**src/rtl/demux_1_4_buf_if.sv**
```systemverilog
// Handshake bundle for demux_1_4_buf: one producer (enb/a/sel) and four buffered consumer slots (y0..y3).
interface demux_1_4_buf_if #(
    parameter int WIDTH = 32
);
    logic               enb;
    logic [0:WIDTH-1]   a;
    logic [0:1]         sel;
    logic               a_valid;
    logic               a_ready;
    logic [0:WIDTH-1]   y0;
    logic [0:WIDTH-1]   y1;
    logic [0:WIDTH-1]   y2;
    logic [0:WIDTH-1]   y3;
    logic [0:3]         y_valid;
    logic [0:3]         y_ready;

    modport master (
        output enb, a, sel, a_valid, y_ready,
        input  a_ready, y0, y1, y2, y3, y_valid
    );

    modport slave (
        input  enb, a, sel, a_valid, y_ready,
        output a_ready, y0, y1, y2, y3, y_valid
    );
endinterface

```
**src/rtl/demux_1_4_buf.sv**
```systemverilog
// Registered 1-to-4 demultiplexer with a one-entry holding buffer per output slot.
// Optional build macro DEMUX_1_4_BUF_XCNT_EN adds a wrapping input-transfer counter (xcnt/xcnt_clr).
module demux_1_4_buf #(
    parameter int WIDTH = 32
) (
    input  logic            clk,
    input  logic            rst,
`ifdef DEMUX_1_4_BUF_XCNT_EN
    input  logic            xcnt_clr,
    output logic [0:15]     xcnt,
`endif
    demux_1_4_buf_if.slave  bus
);
    typedef enum logic {
        SLOT_EMPTY = 1'b0,
        SLOT_FULL  = 1'b1
    } slot_state_e;

    slot_state_e        state_r     [4];
    slot_state_e        state_nxt_s [4];
    logic [0:WIDTH-1]   data_r      [4];
    logic [1:0]         sel_idx_s;
    logic               a_ready_s;
    logic               in_xfer_s;
    logic [3:0]         load_s;
    logic [3:0]         out_xfer_s;
    logic [0:3]         y_valid_s;

    // Output/handshake decode; a FULL slot may be refilled only while its consumer drains it.
    always_comb begin
        sel_idx_s  = bus.sel;
        a_ready_s  = 1'b0;
        in_xfer_s  = 1'b0;
        load_s     = 4'b0000;
        out_xfer_s = 4'b0000;
        y_valid_s  = 4'b0000;
        if (rst && bus.enb) begin
            a_ready_s = (state_r[sel_idx_s] == SLOT_EMPTY) || bus.y_ready[sel_idx_s];
        end else begin
            a_ready_s = 1'b0;
        end
        in_xfer_s = bus.a_valid && a_ready_s;
        for (int i = 0; i < 4; i++) begin
            load_s[i]     = in_xfer_s && (sel_idx_s == 2'(i));
            out_xfer_s[i] = (state_r[i] == SLOT_FULL) && bus.y_ready[i];
            y_valid_s[i]  = (state_r[i] == SLOT_FULL);
        end
    end

    // Next-state logic for the four independent slot FSMs.
    always_comb begin
        for (int i = 0; i < 4; i++) begin
            state_nxt_s[i] = state_r[i];
            case (state_r[i])
                SLOT_EMPTY: begin
                    if (load_s[i]) begin
                        state_nxt_s[i] = SLOT_FULL;
                    end else begin
                        state_nxt_s[i] = SLOT_EMPTY;
                    end
                end
                SLOT_FULL: begin
                    if (load_s[i]) begin
                        state_nxt_s[i] = SLOT_FULL;
                    end else if (out_xfer_s[i]) begin
                        state_nxt_s[i] = SLOT_EMPTY;
                    end else begin
                        state_nxt_s[i] = SLOT_FULL;
                    end
                end
                default: begin
                    state_nxt_s[i] = SLOT_EMPTY;
                end
            endcase
        end
    end

    // Slot state registers.
    always_ff @(posedge clk or negedge rst) begin
        if (!rst) begin
            for (int i = 0; i < 4; i++) begin
                state_r[i] <= SLOT_EMPTY;
            end
        end else begin
            for (int i = 0; i < 4; i++) begin
                state_r[i] <= state_nxt_s[i];
            end
        end
    end

    // Slot data registers; an EMPTY slot keeps its last word.
    always_ff @(posedge clk or negedge rst) begin
        if (!rst) begin
            for (int i = 0; i < 4; i++) begin
                data_r[i] <= '0;
            end
        end else begin
            for (int i = 0; i < 4; i++) begin
                if (load_s[i]) begin
                    data_r[i] <= bus.a;
                end else begin
                    data_r[i] <= data_r[i];
                end
            end
        end
    end

`ifdef DEMUX_1_4_BUF_XCNT_EN
    logic [15:0] xcnt_r;

    // Input-transfer counter; clear wins over a same-cycle increment.
    always_ff @(posedge clk or negedge rst) begin
        if (!rst) begin
            xcnt_r <= 16'h0000;
        end else if (xcnt_clr) begin
            xcnt_r <= 16'h0000;
        end else if (in_xfer_s) begin
            xcnt_r <= xcnt_r + 16'h0001;
        end else begin
            xcnt_r <= xcnt_r;
        end
    end

    assign xcnt = xcnt_r;
`endif

    assign bus.a_ready = a_ready_s;
    assign bus.y_valid = y_valid_s;
    assign bus.y0      = data_r[0];
    assign bus.y1      = data_r[1];
    assign bus.y2      = data_r[2];
    assign bus.y3      = data_r[3];
endmodule

```
**src/flat_wrapper.sv**
```systemverilog
// flat-port wrapper written by rule: the top's interface ports become plain ports
module demux_1_4_buf_flat 
#(
    parameter int WIDTH = 32
)
  (clk, rst, bus_enb, bus_a, bus_sel, bus_a_valid, bus_y_ready, bus_a_ready, bus_y0, bus_y1, bus_y2, bus_y3, bus_y_valid);
  demux_1_4_buf_if #(.WIDTH(WIDTH)) bus_i ();
  input  logic clk;
  input  logic rst;
  input wire logic [$bits(bus_i.enb)-1:0] bus_enb;
  input wire logic [$bits(bus_i.a)-1:0] bus_a;
  input wire logic [$bits(bus_i.sel)-1:0] bus_sel;
  input wire logic [$bits(bus_i.a_valid)-1:0] bus_a_valid;
  input wire logic [$bits(bus_i.y_ready)-1:0] bus_y_ready;
  output wire logic [$bits(bus_i.a_ready)-1:0] bus_a_ready;
  output wire logic [$bits(bus_i.y0)-1:0] bus_y0;
  output wire logic [$bits(bus_i.y1)-1:0] bus_y1;
  output wire logic [$bits(bus_i.y2)-1:0] bus_y2;
  output wire logic [$bits(bus_i.y3)-1:0] bus_y3;
  output wire logic [$bits(bus_i.y_valid)-1:0] bus_y_valid;
  assign bus_i.enb = bus_enb;
  assign bus_i.a = bus_a;
  assign bus_i.sel = bus_sel;
  assign bus_i.a_valid = bus_a_valid;
  assign bus_i.y_ready = bus_y_ready;
  assign bus_a_ready = bus_i.a_ready;
  assign bus_y0 = bus_i.y0;
  assign bus_y1 = bus_i.y1;
  assign bus_y2 = bus_i.y2;
  assign bus_y3 = bus_i.y3;
  assign bus_y_valid = bus_i.y_valid;
  demux_1_4_buf #(.WIDTH(WIDTH)) u_core (.clk(clk), .rst(rst), .bus(bus_i));
endmodule
```
**config.mk**
```make
export PLATFORM = sky130hd
export DESIGN_NAME = demux_1_4_buf_flat
export DESIGN_NICKNAME = d
export VERILOG_FILES = /design/src/rtl/demux_1_4_buf_if.sv /design/src/rtl/demux_1_4_buf.sv /design/src/flat_wrapper.sv
export SDC_FILE = /design/constraint.sdc
export NUM_CORES = 1
export LEC_CHECK = 0
export CAP_MARGIN = 15
export CELL_PAD_IN_SITES_DETAIL_PLACEMENT = 0
export CELL_PAD_IN_SITES_GLOBAL_PLACEMENT = 1
export CORE_ASPECT_RATIO = 0.7
export CORE_MARGIN = 1
export CORE_UTILIZATION = 41
export CTS_BUF_LIST = sky130_fd_sc_hd__clkbuf_8
export DETAILED_ROUTE_END_ITERATION = 12
export PLACE_DENSITY_LB_ADDON = 0.1
export SLEW_MARGIN = 40
export SYNTH_ARGS = -nofsm -noshare
export SYNTH_HDL_FRONTEND = slang
export SYNTH_SLANG_ARGS = --single-unit
```
**constraint.sdc**
```tcl
create_clock -name clk -period 2.8 [get_ports clk]
set_clock_uncertainty 0.1 [all_clocks]
set_input_delay 0.28 -clock clk [delete_from_list [all_inputs] [get_ports clk]]
set_output_delay 0.28 -clock clk [all_outputs]
set_load 0.02 [all_outputs]
```
==> images/m1.png <==
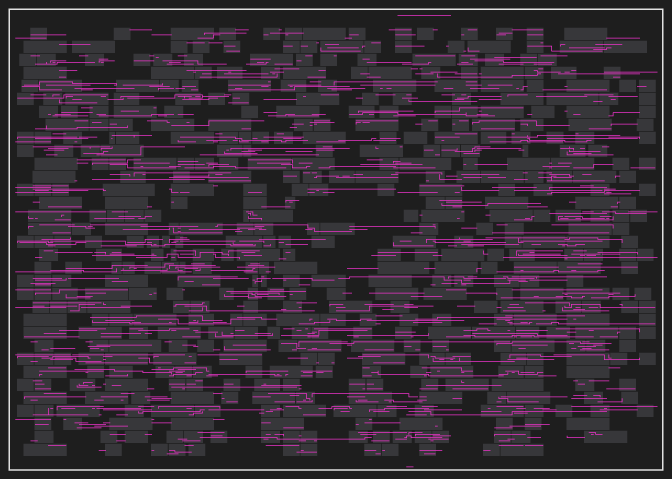
The layer holds 46% of the routed length. 452 nets have wire on it. The longest straight run is 32.7 um. The layer carries 5500 um of wire. The wires run mostly horizontal.
GR met1 Demand/Resource: 26.3%
vias after detailed routing: 3194

==> qor.csv <==
stage,metric,value,unit
pwr,p_leak,0.00331,uW
layout,regArea,3300,um2
timing,fin_crit,2.49,ns
global_routing,grt_pass1_wl,19000,um
synth,syn_nets,340,
synth,yosys.cell_count.top_type,dfrtp_1,
layout,final_area,7590,um2
min_path,hold_class,input port to async pin,
pwr,power.density,867,nW/um2
detailed_routing,viasPerCell,4.85,
pwr,comb_cell_power,2100,uW
global_routing,grt_usage,19.9,%
detailed_routing,wl_met3,849,um
layout,fin_cells,658,
synth,yosys.area.top_type_share,63.6,%
synth,common_cells,"132 x dfrtp_1, 90 x mux2_2, 30 x mux2_4",
timing,slew_violations,0,
placement,dpl.hpwl,8360,um
floorplanning,core,12000,um2
pwr,p_clk_share,29.0,%
timing,finalClockPeriodUsage,89.0,%
layout,num-nets-final,530,
setup_path,max_stage_delay,0.64,ns
synth,avgSynthCellArea,17.4,um2
detailed_routing,wl_per_cell,18.4,um
pwr,maxPowerGroup,registers,
timing,finalSetupTns,0,ns
synth,flop_cell,dfrtp_1,
synth,netlist_area,5190,um2
synth,async_flop_share,100,%
timing,max_clock_freq,401,MHz
clock_network,clockBufferDepth,2,
layout,n_fill_cell,914,
setup_path,crit_path_end_kind,output port,
detailed_routing,drc_errors,0,
pwr,p_sw,1920,uW
detailed_routing,topRoutingLayerUsed,met4,
synth,ys_cells,298,
run_status,status,"finished, final reports clean",
setup_path,required,2.42,ns
synth,logic_family,multiplexers,
clock_network,clock_latency,0.42,ns
placement,place_area,7090,um2
synth,simple_gate_share,2.77,%
pwr,combPwrFrac,31.8,%
layout,layout.area.comb,1740,um2
==> images/m2.png <==
Scale bar: 50 um.
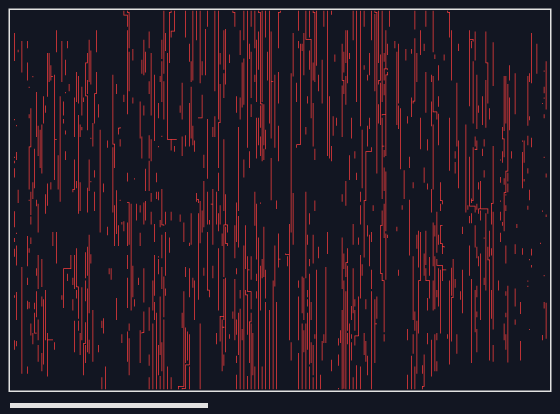
The wires run mostly vertical. The layer carries 5590 um of wire.
WL final: 12100 um
GR Util met2: 30.5%

==> final timing paths <==
| kind | cells after the start | slack (ns) | start | to |
|---|---|---|---|---|
| max in group asynchronous | 4 | 0.94 | rst | u_core.bus.y2[28] |
| max | 6 | 0.31 | rst | bus_a_ready |
| min | 2 | 0.17 | rst | u_core.bus.y_valid[2] |
| min in group clk | 1 | 0.39 | u_core.bus.y0[22] | u_core.bus.y0[22] |
| min reg2reg | 1 | 0.39 | u_core.bus.y0[22] | u_core.bus.y0[22] |
| max reg2reg | 4 | 1.05 | u_core.bus.y_valid[1] | u_core.bus.y1[31] |
==> area by class of cell <==
type                    count  share of cell area, %
inverters                   1                 0.0495
clock buffers              18                   3.26
multi-input cells         150                   22.9
well taps                 157                   2.59
clock inverters            14                   3.08
flip-flops and latches    132                   43.5
repair buffers            186                   24.6
Power is estimated from default activity; no workload was simulated.
